run_1/port_trees.png
Scale bar: 50 um.
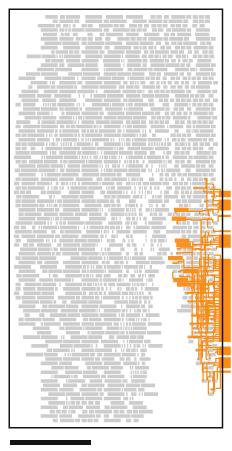
run_1/layers.png
Two of the layers only.
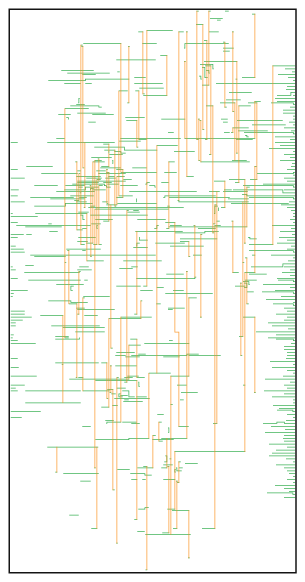
run_1/m2.png
Scale bar: 50 um.
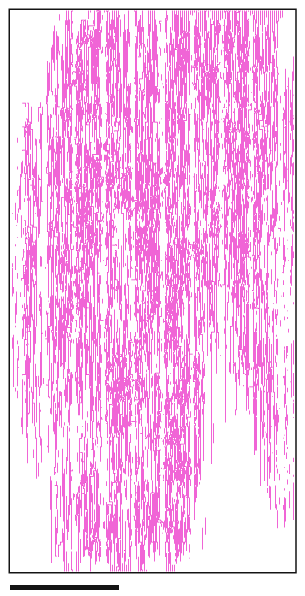
===== src/rtl/rtl_settings_pkg.sv =====
// Shared memory-tester types: expected-write descriptor, data modes, error codes
// and the pattern LFSR step used by both transmitter and checker.
package rtl_settings_pkg;

  localparam int PKT_ADDR_W  = 32;
  localparam int PKT_BURST_W = 11;
  localparam int PKT_OFF_W   = 3;

  localparam logic [7:0] LFSR_SEED = 8'hFF;

  typedef enum logic {
    FIX_DATA = 1'b0,
    RND_DATA = 1'b1
  } data_mode_t;

  typedef enum logic [1:0] {
    ERR_MISMATCH   = 2'd0,
    ERR_UNEXPECTED = 2'd1,
    ERR_OVERFLOW   = 2'd2
  } err_type_t;

  typedef struct packed {
    logic [PKT_ADDR_W-1:0]  start_addr;
    logic [PKT_BURST_W-1:0] words_count;
    logic [PKT_OFF_W-1:0]   start_off;
    logic [PKT_OFF_W-1:0]   end_off;
    data_mode_t             data_mode;
    logic [7:0]             data_ptrn;
  } cmp_pkt_t;

  function automatic logic [7:0] lfsr_next(input logic [7:0] s);
    return {s[6:0], s[6] ^ s[1] ^ s[0]};
  endfunction

endpackage


===== src/rtl/cmp_pkt_fifo.sv =====
// Synchronous descriptor FIFO; a push while full is accepted only when a pop
// frees a slot in the same cycle. Flags are registered.
module cmp_pkt_fifo #(
  parameter int WIDTH = 8,
  parameter int DEPTH = 4
) (
  input  logic             clk_i,
  input  logic             rst_n_i,
  input  logic             clear_i,
  input  logic             push_i,
  input  logic [WIDTH-1:0] data_i,
  input  logic             pop_i,
  output logic [WIDTH-1:0] data_o,
  output logic             full_o,
  output logic             empty_o
);

  localparam int AW = $clog2(DEPTH);

  logic [WIDTH-1:0] mem_q [DEPTH];
  logic [AW-1:0]    wr_ptr_q, wr_ptr_d;
  logic [AW-1:0]    rd_ptr_q, rd_ptr_d;
  logic [AW:0]      count_q, count_d;
  logic             full_q, full_d;
  logic             empty_q, empty_d;
  logic             do_push, do_pop;

  always_comb begin
    do_pop   = pop_i && !empty_q;
    do_push  = push_i && (!full_q || do_pop);
    wr_ptr_d = wr_ptr_q;
    rd_ptr_d = rd_ptr_q;
    count_d  = count_q;
    if (clear_i) begin
      wr_ptr_d = '0;
      rd_ptr_d = '0;
      count_d  = '0;
    end else begin
      if (do_push) wr_ptr_d = wr_ptr_q + 1'b1;
      if (do_pop)  rd_ptr_d = rd_ptr_q + 1'b1;
      count_d = count_q + (AW+1)'(do_push) - (AW+1)'(do_pop);
    end
    full_d  = (count_d == (AW+1)'(DEPTH));
    empty_d = (count_d == '0);
  end

  always_ff @(posedge clk_i or negedge rst_n_i) begin
    if (!rst_n_i) begin
      wr_ptr_q <= '0;
      rd_ptr_q <= '0;
      count_q  <= '0;
      full_q   <= 1'b0;
      empty_q  <= 1'b1;
    end else begin
      wr_ptr_q <= wr_ptr_d;
      rd_ptr_q <= rd_ptr_d;
      count_q  <= count_d;
      full_q   <= full_d;
      empty_q  <= empty_d;
    end
  end

  // Storage needs no reset: a slot is only read after it has been written.
  always_ff @(posedge clk_i) begin
    if (do_push && !clear_i) mem_q[wr_ptr_q] <= data_i;
  end

  assign data_o  = mem_q[rd_ptr_q];
  assign full_o  = full_q;
  assign empty_o = empty_q;

endmodule


===== src/rtl/compare_block.sv =====
// Read-side checker: queues expected-write descriptors, regenerates the expected
// data per word and compares it against read-return beats under the byte mask.
module compare_block
  import rtl_settings_pkg::*;
#(
  parameter int AMM_DATA_W     = 64,
  parameter int AMM_ADDR_W     = PKT_ADDR_W,
  parameter int AMM_BURST_W    = PKT_BURST_W,
  parameter int PKT_FIFO_DEPTH = 4
) (
  input  logic                  clk_i,
  input  logic                  rst_n_i,
  input  logic                  start_test_i,
  input  logic                  cmp_pkt_en_i,
  input  cmp_pkt_t              cmp_pkt_i,
  input  logic                  readdatavalid_i,
  input  logic [AMM_DATA_W-1:0] readdata_i,
  output logic                  cmp_busy_o,
  output logic                  cmp_idle_o,
  output logic                  error_check_o,
  output logic                  err_flag_o,
  output logic [1:0]            err_type_o,
  output logic [AMM_ADDR_W-1:0] err_addr_o,
  output logic [AMM_DATA_W-1:0] err_data_o,
  output logic [AMM_DATA_W-1:0] err_exp_o
);

  localparam int DATA_B_W = AMM_DATA_W / 8;
  localparam int ADDR_B_W = $clog2(DATA_B_W);

  typedef enum logic [1:0] {
    ST_IDLE  = 2'd0,
    ST_CHECK = 2'd1,
    ST_ERROR = 2'd2
  } state_t;

  function automatic logic [DATA_B_W-1:0] byte_mask(
    input logic                first,
    input logic                last,
    input logic [ADDR_B_W-1:0] s_off,
    input logic [ADDR_B_W-1:0] e_off
  );
    logic [DATA_B_W-1:0] m;
    for (int i = 0; i < DATA_B_W; i++) begin
      m[i] = (!first || (i >= int'(s_off))) && (!last || (i <= int'(e_off)));
    end
    return m;
  endfunction

  state_t                 state_q, state_d;
  logic [AMM_ADDR_W-1:0]  pkt_addr_q, pkt_addr_d;
  logic [ADDR_B_W-1:0]    start_off_q, start_off_d;
  logic [ADDR_B_W-1:0]    end_off_q, end_off_d;
  data_mode_t             mode_q, mode_d;
  logic [7:0]             ptrn_q, ptrn_d;
  logic [AMM_BURST_W-1:0] word_cnt_q, word_cnt_d;
  logic [AMM_BURST_W-1:0] word_idx_q, word_idx_d;
  logic [7:0]             lfsr_q, lfsr_d;
  logic                   err_flag_q, err_flag_d;
  logic                   err_pulse_q, err_pulse_d;
  err_type_t              err_type_q, err_type_d;
  logic [AMM_ADDR_W-1:0]  err_addr_q, err_addr_d;
  logic [AMM_DATA_W-1:0]  err_data_q, err_data_d;
  logic [AMM_DATA_W-1:0]  err_exp_q, err_exp_d;

  logic                   fifo_push, fifo_pop;
  logic                   fifo_full, fifo_empty;
  cmp_pkt_t               fifo_head;

  logic [7:0]             exp_byte;
  logic [AMM_DATA_W-1:0]  exp_word;
  logic [DATA_B_W-1:0]    bmask;
  logic [AMM_DATA_W-1:0]  bit_mask;
  logic                   mismatch;
  logic                   beat_last;
  logic [AMM_ADDR_W-1:0]  cur_addr;
  logic                   load_head;
  logic                   mism_err, unexp_err, ovf_err;

  cmp_pkt_fifo #(
    .WIDTH ($bits(cmp_pkt_t)),
    .DEPTH (PKT_FIFO_DEPTH)
  ) u_fifo (
    .clk_i   (clk_i),
    .rst_n_i (rst_n_i),
    .clear_i (start_test_i),
    .push_i  (fifo_push),
    .data_i  (cmp_pkt_i),
    .pop_i   (fifo_pop),
    .data_o  (fifo_head),
    .full_o  (fifo_full),
    .empty_o (fifo_empty)
  );

  always_comb begin
    exp_byte  = (mode_q == RND_DATA) ? lfsr_q : ptrn_q;
    exp_word  = {DATA_B_W{exp_byte}};
    beat_last = (word_cnt_q == AMM_BURST_W'(1));
    bmask     = byte_mask(word_idx_q == '0, beat_last, start_off_q, end_off_q);
    bit_mask  = '0;
    for (int i = 0; i < DATA_B_W; i++) begin
      bit_mask[i*8 +: 8] = {8{bmask[i]}};
    end
    mismatch  = |((readdata_i ^ exp_word) & bit_mask);
    cur_addr  = pkt_addr_q + (AMM_ADDR_W'(word_idx_q) << ADDR_B_W);
  end

  always_comb begin
    state_d     = state_q;
    pkt_addr_d  = pkt_addr_q;
    start_off_d = start_off_q;
    end_off_d   = end_off_q;
    mode_d      = mode_q;
    ptrn_d      = ptrn_q;
    word_cnt_d  = word_cnt_q;
    word_idx_d  = word_idx_q;
    lfsr_d      = lfsr_q;
    err_flag_d  = err_flag_q;
    err_pulse_d = 1'b0;
    err_type_d  = err_type_q;
    err_addr_d  = err_addr_q;
    err_data_d  = err_data_q;
    err_exp_d   = err_exp_q;
    fifo_push   = cmp_pkt_en_i && (state_q != ST_ERROR);
    fifo_pop    = 1'b0;
    load_head   = 1'b0;
    mism_err    = 1'b0;
    unexp_err   = 1'b0;

    case (state_q)
      ST_IDLE: begin
        if (readdatavalid_i) begin
          unexp_err = 1'b1;
        end else if (!fifo_empty) begin
          fifo_pop  = 1'b1;
          load_head = 1'b1;
        end
      end
      ST_CHECK: begin
        if (readdatavalid_i) begin
          if (mismatch) begin
            mism_err = 1'b1;
          end else begin
            lfsr_d     = lfsr_next(lfsr_q);
            word_idx_d = word_idx_q + 1'b1;
            word_cnt_d = word_cnt_q - 1'b1;
            // Chaining straight into the next head keeps back-to-back bursts gapless.
            if (beat_last) begin
              if (!fifo_empty) begin
                fifo_pop  = 1'b1;
                load_head = 1'b1;
              end else begin
                state_d = ST_IDLE;
              end
            end
          end
        end
      end
      ST_ERROR: begin
        fifo_push = 1'b0;
      end
      default: begin
        state_d = ST_IDLE;
      end
    endcase

    ovf_err = fifo_push && fifo_full && !fifo_pop;

    if (load_head) begin
      state_d     = ST_CHECK;
      pkt_addr_d  = AMM_ADDR_W'(fifo_head.start_addr);
      start_off_d = ADDR_B_W'(fifo_head.start_off);
      end_off_d   = ADDR_B_W'(fifo_head.end_off);
      mode_d      = fifo_head.data_mode;
      ptrn_d      = fifo_head.data_ptrn;
      lfsr_d      = fifo_head.data_ptrn;
      word_idx_d  = '0;
      word_cnt_d  = (fifo_head.words_count == '0) ? AMM_BURST_W'(1)
                                                  : AMM_BURST_W'(fifo_head.words_count);
    end

    if (mism_err) begin
      err_type_d = ERR_MISMATCH;
      err_addr_d = cur_addr;
      err_data_d = readdata_i;
      err_exp_d  = exp_word;
    end else if (unexp_err) begin
      err_type_d = ERR_UNEXPECTED;
      err_addr_d = '0;
      err_data_d = readdata_i;
      err_exp_d  = '0;
    end else if (ovf_err) begin
      err_type_d = ERR_OVERFLOW;
      err_addr_d = AMM_ADDR_W'(cmp_pkt_i.start_addr);
      err_data_d = '0;
      err_exp_d  = '0;
    end

    if (mism_err || unexp_err || ovf_err) begin
      err_flag_d  = 1'b1;
      err_pulse_d = 1'b1;
      state_d     = ST_ERROR;
    end

    if (start_test_i) begin
      state_d     = ST_IDLE;
      fifo_push   = 1'b0;
      fifo_pop    = 1'b0;
      word_cnt_d  = '0;
      word_idx_d  = '0;
      lfsr_d      = LFSR_SEED;
      err_flag_d  = 1'b0;
      err_pulse_d = 1'b0;
      err_type_d  = ERR_MISMATCH;
      err_addr_d  = '0;
      err_data_d  = '0;
      err_exp_d   = '0;
    end
  end

  always_ff @(posedge clk_i or negedge rst_n_i) begin
    if (!rst_n_i) begin
      state_q     <= ST_IDLE;
      pkt_addr_q  <= '0;
      start_off_q <= '0;
      end_off_q   <= '0;
      mode_q      <= FIX_DATA;
      ptrn_q      <= '0;
      word_cnt_q  <= '0;
      word_idx_q  <= '0;
      lfsr_q      <= LFSR_SEED;
      err_flag_q  <= 1'b0;
      err_pulse_q <= 1'b0;
      err_type_q  <= ERR_MISMATCH;
      err_addr_q  <= '0;
      err_data_q  <= '0;
      err_exp_q   <= '0;
    end else begin
      state_q     <= state_d;
      pkt_addr_q  <= pkt_addr_d;
      start_off_q <= start_off_d;
      end_off_q   <= end_off_d;
      mode_q      <= mode_d;
      ptrn_q      <= ptrn_d;
      word_cnt_q  <= word_cnt_d;
      word_idx_q  <= word_idx_d;
      lfsr_q      <= lfsr_d;
      err_flag_q  <= err_flag_d;
      err_pulse_q <= err_pulse_d;
      err_type_q  <= err_type_d;
      err_addr_q  <= err_addr_d;
      err_data_q  <= err_data_d;
      err_exp_q   <= err_exp_d;
    end
  end

  assign cmp_busy_o    = fifo_full;
  assign cmp_idle_o    = fifo_empty && (state_q == ST_IDLE);
  assign error_check_o = err_pulse_q;
  assign err_flag_o    = err_flag_q;
  assign err_type_o    = err_type_q;
  assign err_addr_o    = err_addr_q;
  assign err_data_o    = err_data_q;
  assign err_exp_o     = err_exp_q;

endmodule

===== config.mk =====
export PLATFORM = sky130hd
export DESIGN_NAME = compare_block
export DESIGN_NICKNAME = d
export VERILOG_FILES = /design/src/rtl/rtl_settings_pkg.sv /design/src/rtl/cmp_pkt_fifo.sv /design/src/rtl/compare_block.sv
export SDC_FILE = /design/constraint.sdc
export NUM_CORES = 1
export LEC_CHECK = 0
export CAP_MARGIN = 20
export CORE_ASPECT_RATIO = 2
export CORE_MARGIN = 2
export CORE_UTILIZATION = 58
export CTS_CLUSTER_DIAMETER = 50
export DETAILED_ROUTE_END_ITERATION = 10
export GPL_TIMING_DRIVEN = 0
export PLACE_DENSITY = 0.91
export SLEW_MARGIN = 10
export SYNTH_ARGS = -nofsm -noshare
export SYNTH_HDL_FRONTEND = slang
export SYNTH_SLANG_ARGS = --single-unit

===== constraint.sdc =====
create_clock -name clk_i -period 7.3 [get_ports clk_i]
set_input_delay 1.095 -clock clk_i [delete_from_list [all_inputs] [get_ports clk_i]]
set_output_delay 1.095 -clock clk_i [all_outputs]
set_load 0.02 [all_outputs]

==> summary.txt, run 1 <==
fresh numbers from the pnr run: remaining global-route overflow 0, post-detailed-route via-to-cell ratio 6.23, Mux cell area share 9.40%, pin count of the biggest net entering global routing 104, max-slew headroom at the worst pin 16.4%, status complete, no violations, top flip-flop cell by instance count after synthesis sky130_fd_sc_hd__edfxtp_1, sequential fraction of the synthesis area 63.2%, Synth Area in Compound Gates 8.08%, top-area cell type share of the netlist area 37.1%, Final Instance Area 23,700 um^2, synthesized cell area 18,800 um^2, fraction of final layout cells with drive strength greater than 1 13.6%, leading cell types by total area after synthesis sky130_fd_sc_hd__edfxtp_1, sky130_fd_sc_hd__dfrtp_1, sky130_fd_sc_hd__mux4_2, sky130_fd_sc_hd__xnor2_1, sky130_fd_sc_hd__nand2_1, chip width 131 um, Final min period 5.65 ns, vias in the first global route 14,000, half-perimeter wire length of the detailed placement result 38,200 um, total tool warning count 33, top achievable clock speed 0.177 GHz, weighted congestion reported at the end of routability-driven placement 0.906, first-pass GRT wire length 81,900 um, post-route non-filler standard cell count 2,130, Max clock buf depth 3, core area 32,100 um^2, final number of hold-violating endpoints 0, Worst Slack Setup Final 1.65 ns, Critical Path AT 6.08 ns, number of buffers inserted during clock tree synthesis 37, most frequently used cell type in the post-synthesis netlist sky130_fd_sc_hd__edfxtp_1, cell type with the largest total area sky130_fd_sc_hd__edfxtp_1, proportion of synthesized flip-flops having asynchronous set or reset 45.8%, nature of the critical path endpoint flop, total global-route track usage 31.9%, Floorplan Nets 1,484, count of filler cells inserted in the layout 1,935, clock root buffer sky130_fd_sc_hd__clkbuf_16
Notes on port_trees.png above:
| port | colour | bits | direction | edge | end cells | buffers | wire |
|---|---|---|---|---|---|---|---|
| err_exp_o | orange | 64 | output | right | 8 | 120 | 1,660 um |
top-level port count: 293
IO buf count: 292

Notes on layers.png above:
| layer | colour | wire length |
|---|---|---|
| M3 | green | 4,100 um |
| M4 | orange | 3,970 um |
vias after detailed routing: 13,300
Total Routed Length: 54,400 um

Notes on m2.png above:
share of all routed wire: 53%
wire length on this layer: 28.9 mm
main direction: vertical
nets with wire on the layer: 1,667
met2 track demand over resource: 58.1%

run 1: path summary, 6_finish.rpt:
path                                start             end  slack (ns)
setup reg to reg                   mode_q   u_fifo.full_o        1.65
max in group asynchronous         rst_n_i   pkt_addr_q[1]        5.69
setup / recovery                   mode_q   u_fifo.full_o        1.65
min in group asynchronous         rst_n_i  err_data_o[61]        0.58
hold / removal             pkt_addr_q[10]  pkt_addr_q[10]        0.49
hold reg to reg            pkt_addr_q[10]  pkt_addr_q[10]        0.49
run 1: flip-flops by register name, indices dropped and copies added, names as in the netlist:
register / cells
u_fifo.rd_ptr_q: 2
u_fifo.count_q: 3
u_fifo.wr_ptr_q: 2
word_idx_q: 11
lfsr_q: 8
state_q: 2
mode_q: 1
word_cnt_q: 11
u_fifo.full_o: 1
err_flag_o: 1
err_exp_o: 8
err_addr_o: 32
u_fifo.mem_q: 232
err_type_o: 2
start_off_q: 3
err_data_o: 64
ptrn_q: 8
pkt_addr_q: 32
error_check_o: 1
end_off_q: 3
u_fifo.empty_o: 1
run 1: cell families (layout without fill, tap and decap cells):
family,after synthesis,count (layout)
DFF,428,428
AOI/OAI and AO/OA,193,193
other,0,2
adders and majority gates,23,23
xor gates and xnor gates,107,107
and+or+nand+nor,344,344
muxes,94,94
buffers and inverters,145,512
run 1: cell type report:
cell class / instances / share of cell area, %
tap: 427 / 2.26
clock buffer: 46 / 4.18
antenna: 2 / 0.0211
buffer: 118 / 2.88
multi-input combinational: 761 / 26.0
timing repair buffer: 299 / 13.0
sequential: 428 / 50.2
clock inverter: 22 / 1.07
inverter: 27 / 0.428
run 1: per-layer routing:
layer	wire, um	GRT usage, %	up-vias	share of wire, %
met1	17400	33.6	6594	32
met5	0	0	-	0
met3	4100	5.40	229	7.5
met4	3970	21.5	0	7.3
met2	28900	58.1	860	53
li1	-	-	5595	-
run 1: report_power, final:
group	leakage (nW)	switching [mW]	internal, mW
logic	3.88	1.03	0.772
registers	4.69	0.234	2.83
clock network	0.604	0.918	1.12
run 1: worst max-delay path: stages, from the launching register on:
cell                        delay [ns]
sky130_fd_sc_hd__dfrtp_1          0.37
sky130_fd_sc_hd__buf_6            0.24
sky130_fd_sc_hd__mux2i_4          0.70
sky130_fd_sc_hd__xnor2_1          0.21
sky130_fd_sc_hd__nor4_2           0.48
sky130_fd_sc_hd__a211oi_1         0.13
sky130_fd_sc_hd__or3_1            0.39
sky130_fd_sc_hd__nand4bb_1        0.20
sky130_fd_sc_hd__buf_2            0.22
sky130_fd_sc_hd__o21ai_1          0.51
sky130_fd_sc_hd__nand2_1          0.42
sky130_fd_sc_hd__inv_1            0.30
sky130_fd_sc_hd__ha_1             0.27
sky130_fd_sc_hd__inv_1            0.06
sky130_fd_sc_hd__ha_1             0.14
sky130_fd_sc_hd__inv_1            0.05
sky130_fd_sc_hd__fa_1             0.48
sky130_fd_sc_hd__nor2_1           0.06
sky130_fd_sc_hd__nor4_1           0.29
run_1/ff_map.png
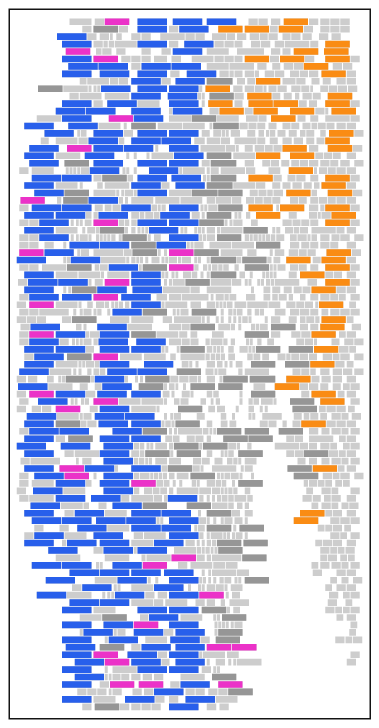

==> run 2, diff against run 1 <==
- CORE_UTILIZATION: 58 -> 49
- PLACE_DENSITY: 0.91 -> 0.83
- clock period: 7.3 -> 4.61 ns (I/O delays scaled with it)
run_2/ff_map.png
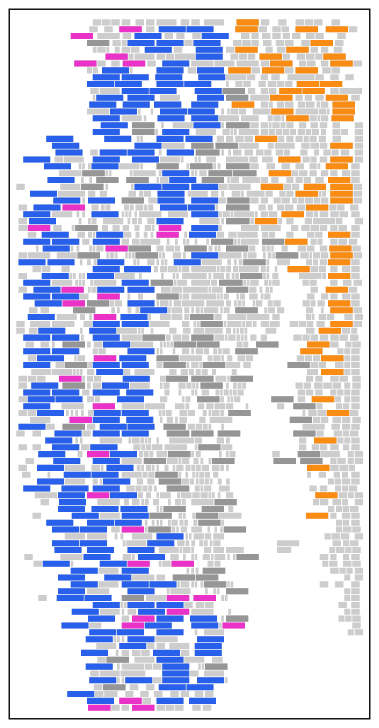
| signal | colour | placed flops |
|---|---|---|
| err_addr_o | magenta | 32 |
| u_fifo.mem_q | blue | 232 |
| err_data_o | orange | 64 |
sequential cell power: 4.83 mW
proportion of cell area occupied by registers: 49.3%

==> summary.txt, run 2 <==
fresh numbers from the pnr run: failing checks setup timing, total of endpoints with negative setup slack in the final report 1 (was 0), top-level port count 293 (unchanged), Total Routed Length 52,900 um (was 54,400 um), clock root buffer sky130_fd_sc_hd__clkbuf_16 (unchanged), leading cell types by total area after synthesis sky130_fd_sc_hd__edfxtp_1, sky130_fd_sc_hd__dfrtp_1, sky130_fd_sc_hd__mux4_2, sky130_fd_sc_hd__xnor2_1, sky130_fd_sc_hd__nand2_1 (unchanged), max-slew headroom at the worst pin 24.5% (was 16.4%), final number of hold-violating endpoints 0 (unchanged), fraction of final layout cells with drive strength greater than 1 15.5% (was 13.6%), core area 37,900 um^2 (was 32,100 um^2), proportion of synthesized flip-flops having asynchronous set or reset 45.8% (unchanged), top flip-flop cell by instance count after synthesis sky130_fd_sc_hd__edfxtp_1 (unchanged), chip width 142 um (was 131 um), Worst Slack Setup Final -0.0107 ns (was 1.65 ns), status complete, but fails checks (was complete, no violations), weighted congestion reported at the end of routability-driven placement 0.858 (was 0.906), worst flop-to-flop path startpoint mode_q (unchanged), Critical Path AT 4.99 ns (was 6.08 ns), worst setup path start mode_q (unchanged), register with the highest flop count u_fifo.mem_q (unchanged)
run_2/placed.png
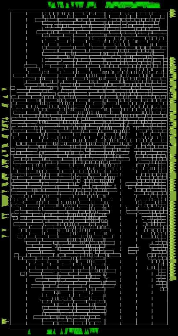
Site Rows: 101
sequential cell count: 428

run 2: cell counts after synthesis:
Identical to the previous run, type by type.
run 2: cells by family after synthesis:
logic type / Yosys count / synth area share [%]
flops: 428 / 63.2
buf+inv: 145 / 4.17
mux: 94 / 9.40
compound gates: 193 / 8.08
simple gates: 344 / 8.54
fa+ha+maj: 23 / 1.61
xor+xnor: 107 / 4.99
run 2: cell type report:
| class | instances | area, um^2 |
|---|---|---|
| Antenna cell | 3 | 7.51 |
| Buffer | 117 | 688 |
| Clock buffer | 54 | 1040 |
| Clock inverter | 15 | 153 |
| Fill cell | 2677 | 13800 |
| Inverter | 27 | 106 |
| Multi-Input combinational cell | 761 | 6240 |
| Sequential cell | 428 | 11900 |
| Tap cell | 463 | 579 |
| Timing Repair Buffer | 330 | 3410 |
run 2: metal layers:
metal | up-vias | global-route usage [%] | share of wire, %
met3 | 152 | 3.63 | 6.2
met5 | - | 0 | 0
met4 | 0 | 15.2 | 5.8
met1 | 6470 | 27.8 | 33
met2 | 629 | 49.2 | 55
li1 | 5654 | - | -
run 2: how the worst min path moves through the flow:
stage               slack, ns  depth (start not counted)             end            from
floorplan                0.40                          0    end_off_q[0]         rst_n_i
global placement         0.46                          2   pkt_addr_q[1]   pkt_addr_q[1]
detailed placement       0.46                          2   pkt_addr_q[1]   pkt_addr_q[1]
CTS                      0.49                          2  pkt_addr_q[10]  pkt_addr_q[10]
global route             0.51                          2   pkt_addr_q[2]   pkt_addr_q[2]
finish                   0.49                          2  pkt_addr_q[10]  pkt_addr_q[10]
run 2: repair_timing:
action                     in CTS  in global routing
setup buffers                  26                  2
gates cloned                    0                  0
hold buffers                    1                  0
hold endpoints to repair       17                  0
setup endpoints to repair     268                144
resized                        15                 12
pin swaps                       2                  5
run 2: per-stage QoR:
stage          cells  area (um^2)  setup WS, ns  power, mW  setup TNS (ns)
3_5_place_dp    2098        22500         -1.07       7.66          -67.42
4_1_cts         2194        24100        0.0583       11.2               0
3_3_place_gp    2089        22300         -5.44       7.54        -1251.94
5_1_grt         2198        24100        -0.150       11.6           -1.77
2_1_floorplan   1334        18800         0.390       6.60               0
6_report        2198        24100       -0.0107       11.2         -0.0107
run 2: critical path, cell delays in order (launching register included):
cell                        delay, ns
sky130_fd_sc_hd__dfrtp_1         0.34
sky130_fd_sc_hd__buf_6           0.23
sky130_fd_sc_hd__mux2i_4         0.29
sky130_fd_sc_hd__buf_12          0.15
sky130_fd_sc_hd__buf_4           0.14
sky130_fd_sc_hd__xnor2_1         0.07
sky130_fd_sc_hd__nor4_2          0.37
sky130_fd_sc_hd__a211oi_1        0.15
sky130_fd_sc_hd__or3_1           0.41
sky130_fd_sc_hd__nand4bb_1       0.22
sky130_fd_sc_hd__buf_4           0.22
sky130_fd_sc_hd__nand3_1         0.23
sky130_fd_sc_hd__clkbuf_1        0.60
sky130_fd_sc_hd__clkbuf_1        0.74
sky130_fd_sc_hd__o22ai_1         0.25
run 2: power by group:
group	switching, mW	total, mW	internal [mW]
combinational	1.73	3.26	1.52
clock	1.42	3.13	1.71
sequential	0.350	4.83	4.48
total	3.50	11.2	7.71
No activity file was given, so power comes from the tool's default toggle rates.
